**config.mk**
```make
export PLATFORM = sky130hd
export DESIGN_NAME = cu_mem_arbiter
export DESIGN_NICKNAME = d
export VERILOG_FILES = /design/src/rtl/cu_mem_arbiter.sv
export SDC_FILE = /design/constraint.sdc
export NUM_CORES = 1
export LEC_CHECK = 0
export CAP_MARGIN = 10
export CORE_AREA = 5 5 126 128
export CTS_CLUSTER_SIZE = 25
export DETAILED_ROUTE_END_ITERATION = 8
export DIE_AREA = 0 0 131 133
export GPL_TIMING_DRIVEN = 0
export HOLD_SLACK_MARGIN = 0.12
export PLACE_DENSITY = 0.79
export SYNTH_ARGS = -nofsm -noshare
export SYNTH_HDL_FRONTEND = slang
export SYNTH_SLANG_ARGS = --single-unit
```
**constraint.sdc**
```tcl
create_clock -name soc_clk -period 3.9 [get_ports soc_clk]
set_input_delay 0.78 -clock soc_clk [delete_from_list [all_inputs] [get_ports soc_clk]]
set_output_delay 0.78 -clock soc_clk [all_outputs]
set_load 0.005 [all_outputs]
```
**src/rtl/cu_mem_arbiter.sv**
```systemverilog
// Arbitrates the single MMU/SRAM port between IF (fetch) and MEM (load/store).
// Define ARB_ROUND_ROBIN_EN to alternate owners on contention; default is fixed MEM priority.
module cu_mem_arbiter #(
    parameter int ADDR_W   = 32,
    parameter int DATA_W   = 32,
    parameter int MAX_WAIT = 15
) (
    input  logic              soc_clk,
    input  logic              soc_reset_n,
    input  logic              if_req,
    input  logic [ADDR_W-1:0] if_addr,
    output logic              if_gnt,
    output logic              if_done,
    output logic [DATA_W-1:0] if_rdata,
    input  logic              mem_req,
    input  logic [ADDR_W-1:0] mem_addr,
    input  logic [DATA_W-1:0] mem_wdata,
    input  logic [3:0]        mem_be,
    input  logic              mem_we,
    output logic              mem_gnt,
    output logic              mem_done,
    output logic [DATA_W-1:0] mem_rdata,
    output logic              mmu_start,
    output logic [ADDR_W-1:0] mmu_addr,
    output logic [DATA_W-1:0] mmu_wdata,
    output logic [3:0]        mmu_be,
    output logic              mmu_we,
    input  logic [DATA_W-1:0] mmu_rdata,
    input  logic              mmu_done,
    output logic              arb_err
);

    localparam int CNT_W = $clog2(MAX_WAIT + 1);
    localparam logic [CNT_W-1:0] CNT_LAST = CNT_W'(MAX_WAIT - 1);

    typedef enum logic [1:0] {IDLE, ISSUE, WAIT, RESP} state_t;

    state_t            state_q, state_d;
    logic              owner_mem_q, owner_mem_d;
    logic [CNT_W-1:0]  cnt_q, cnt_d;
    logic              sel_mem;
    logic              if_gnt_d, mem_gnt_d, mmu_start_d;
    logic              if_done_d, mem_done_d, arb_err_d;
    logic [DATA_W-1:0] if_rdata_d, mem_rdata_d, mmu_wdata_d;
    logic [ADDR_W-1:0] mmu_addr_d;
    logic [3:0]        mmu_be_d;
    logic              mmu_we_d;

`ifdef ARB_ROUND_ROBIN_EN
    // Last-owner resets to IF so MEM wins the first contended grant.
    logic last_mem_q, last_mem_d;
    assign sel_mem = mem_req & (~if_req | ~last_mem_q);
`else
    assign sel_mem = mem_req;
`endif

    always_comb begin
        state_d     = state_q;
        owner_mem_d = owner_mem_q;
        cnt_d       = cnt_q;
        if_gnt_d    = 1'b0;
        mem_gnt_d   = 1'b0;
        mmu_start_d = 1'b0;
        if_done_d   = 1'b0;
        mem_done_d  = 1'b0;
        arb_err_d   = arb_err;
        if_rdata_d  = if_rdata;
        mem_rdata_d = mem_rdata;
        mmu_addr_d  = mmu_addr;
        mmu_wdata_d = mmu_wdata;
        mmu_be_d    = mmu_be;
        mmu_we_d    = mmu_we;
`ifdef ARB_ROUND_ROBIN_EN
        last_mem_d  = last_mem_q;
`endif
        case (state_q)
            IDLE: begin
                if (if_req || mem_req) begin
                    state_d     = ISSUE;
                    owner_mem_d = sel_mem;
                    mmu_start_d = 1'b1;
                    if (sel_mem) begin
                        mem_gnt_d   = 1'b1;
                        mmu_addr_d  = mem_addr;
                        mmu_wdata_d = mem_wdata;
                        mmu_be_d    = mem_be;
                        mmu_we_d    = mem_we;
                    end else begin
                        if_gnt_d    = 1'b1;
                        mmu_addr_d  = if_addr;
                        mmu_wdata_d = '0;
                        mmu_be_d    = 4'hF;
                        mmu_we_d    = 1'b0;
                    end
                end
            end
            ISSUE: begin
                cnt_d = '0;
                if (mmu_done) begin
                    state_d = RESP;
                    if (owner_mem_q) begin
                        mem_rdata_d = mmu_rdata;
                        mem_done_d  = 1'b1;
                    end else begin
                        if_rdata_d = mmu_rdata;
                        if_done_d  = 1'b1;
                    end
                end else begin
                    state_d = WAIT;
                end
            end
            WAIT: begin
                if (mmu_done || cnt_q == CNT_LAST) begin
                    // A late mmu_done in the final WAIT cycle still wins over the timeout.
                    state_d = RESP;
                    if (!mmu_done)
                        arb_err_d = 1'b1;
                    if (owner_mem_q) begin
                        mem_rdata_d = mmu_done ? mmu_rdata : '0;
                        mem_done_d  = 1'b1;
                    end else begin
                        if_rdata_d = mmu_done ? mmu_rdata : '0;
                        if_done_d  = 1'b1;
                    end
                end else begin
                    cnt_d = cnt_q + 1'b1;
                end
            end
            RESP: begin
                cnt_d   = '0;
                state_d = IDLE;
`ifdef ARB_ROUND_ROBIN_EN
                last_mem_d = owner_mem_q;
`endif
            end
            default: state_d = IDLE;
        endcase
    end

    always_ff @(posedge soc_clk or negedge soc_reset_n) begin
        if (!soc_reset_n) begin
            state_q     <= IDLE;
            owner_mem_q <= 1'b0;
            cnt_q       <= '0;
            if_gnt      <= 1'b0;
            mem_gnt     <= 1'b0;
            mmu_start   <= 1'b0;
            if_done     <= 1'b0;
            mem_done    <= 1'b0;
            arb_err     <= 1'b0;
            if_rdata    <= '0;
            mem_rdata   <= '0;
            mmu_addr    <= '0;
            mmu_wdata   <= '0;
            mmu_be      <= '0;
            mmu_we      <= 1'b0;
`ifdef ARB_ROUND_ROBIN_EN
            last_mem_q  <= 1'b0;
`endif
        end else begin
            state_q     <= state_d;
            owner_mem_q <= owner_mem_d;
            cnt_q       <= cnt_d;
            if_gnt      <= if_gnt_d;
            mem_gnt     <= mem_gnt_d;
            mmu_start   <= mmu_start_d;
            if_done     <= if_done_d;
            mem_done    <= mem_done_d;
            arb_err     <= arb_err_d;
            if_rdata    <= if_rdata_d;
            mem_rdata   <= mem_rdata_d;
            mmu_addr    <= mmu_addr_d;
            mmu_wdata   <= mmu_wdata_d;
            mmu_be      <= mmu_be_d;
            mmu_we      <= mmu_we_d;
`ifdef ARB_ROUND_ROBIN_EN
            last_mem_q  <= last_mem_d;
`endif
        end
    end

endmodule
```
Drive-strength map:
Scale bar: 50 um.
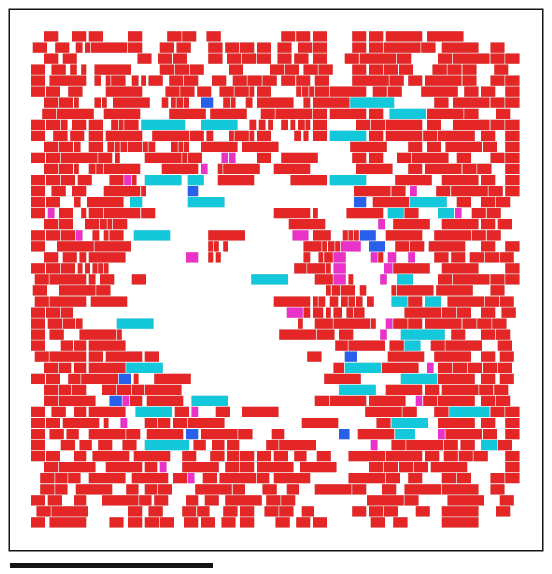
red -> drive 1 or less  # cells 673, share 90%, most used clkdlybuf4s50_1
cyan -> drive 6 and up  # cells 32, share 4.3%, most used clkbuf_16
magenta -> drive 2  # cells 32, share 4.3%, most used buf_2
blue -> drive 3 to 4  # cells 10, share 1.3%, most used clkinv_4
final worst-path setup slack: 1780 ps
post-route cell area: 9490 sq um
non-clock buffer total of the final layout: 312
post-synthesis to final-layout area growth: 62.8%

Clock routing:
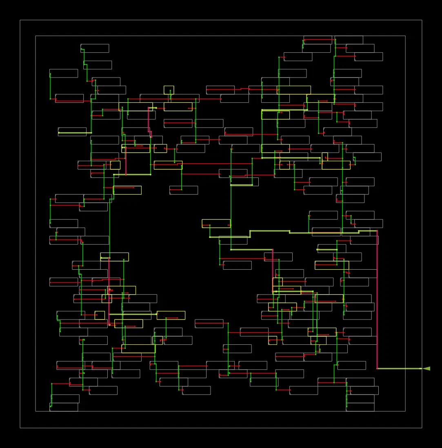
Clk power: 1.74 mW
clock sink total: 146

Sequential cells coloured by netlist name:
Scale bar: 50 um. Other sequential cells in the stronger grey, the rest of the logic in the fainter grey.
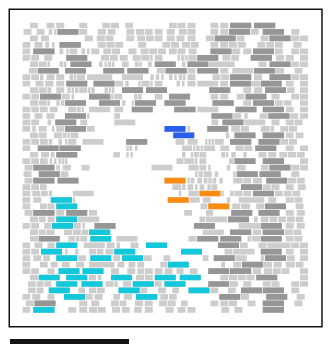
cyan -> mmu_wdata  # flops 32
blue -> state_q  # flops 2
orange -> cnt_q  # flops 4, where middle
fin util: 64.3%
proportion of cell area occupied by registers: 38.5%

==> notes.org <==
* Flow results

** Logic synthesis
- Area share of the largest cell type after synthesis :: 62.7%
- The largest total area in the synthesized netlist belongs to sky130_fd_sc_hd__dfrtp_1.
- Adder Share, Synth :: 1.29%
- The netlist uses 32 different library cells.
- By count the netlist is led by sky130_fd_sc_hd__dfrtp_1, sky130_fd_sc_hd__a32o_1, sky130_fd_sc_hd__nand2_1, sky130_fd_sc_hd__o21ai_0, sky130_fd_sc_hd__a22o_1.
- Synthesized instance count :: between 400 and 500

** Worst setup path
- The worst register-to-register path ends at if_rdata[23].
- Combined buffer and inverter count along the critical path :: 1
- Dominant delay contributor by cell family on the critical path :: buffers and inverters
- The cell sequence reported for the critical path is clkdlybuf4s50_1.

** Clock tree
- Post-cts gate resize count :: 0
- At the later pin of the worst-skew pair, clock insertion delay measures 420 ps.
- The H-tree was split into 4 levels.
- Total of hold buffers inserted after clock tree synthesis :: 0
- TritonCTS built the clock tree.

** Global routing
- met2 is the most crowded layer.
- Global-route congestion overflow total :: 0

** Finish
- Number of inverters outside the clock class in the layout :: 9
- Comb. cell area :: 1930 sq um
- Count of nets after finishing :: 878
- Top cells excl fill/tap :: sky130_fd_sc_hd__clkdlybuf4s50_1, sky130_fd_sc_hd__dfrtp_1, sky130_fd_sc_hd__a32o_1, sky130_fd_sc_hd__o21ai_0, sky130_fd_sc_hd__nand2_1
- Per the final report, the share of cell area in non-clock buffers is 31.5%.

** Pwr
- Main power group :: combinational cells
- The leakage component of the power was reported as just over 4 nW.
- The clock network accounts for between 20 and 25% of the total power.
- Flip-flop and latch power :: 2.62 mW
- Total power consumption of the routed design :: roughly 7.5 mW

** Status
- Outcome :: completed

** Place
- DP Cell Count :: 903

** Route
- Vias :: roughly 5,000
- TritonRoute reported its final design rule violation total as 0.

** Floorplanning
- In the floorplan report the effective utilization is 39.5%.
- From left edge to right edge, the die measures 131 um.
- Well tap count :: 188

** Worst hold path
- STA reports the tightest min-delay check as being of type in2async.

** Run
- Number of warning messages in the logs :: 30

** STA
- Unrepaired setup endpoints after global routing :: false
Power figures rest on the tool's default switching activity, not on a simulated workload.
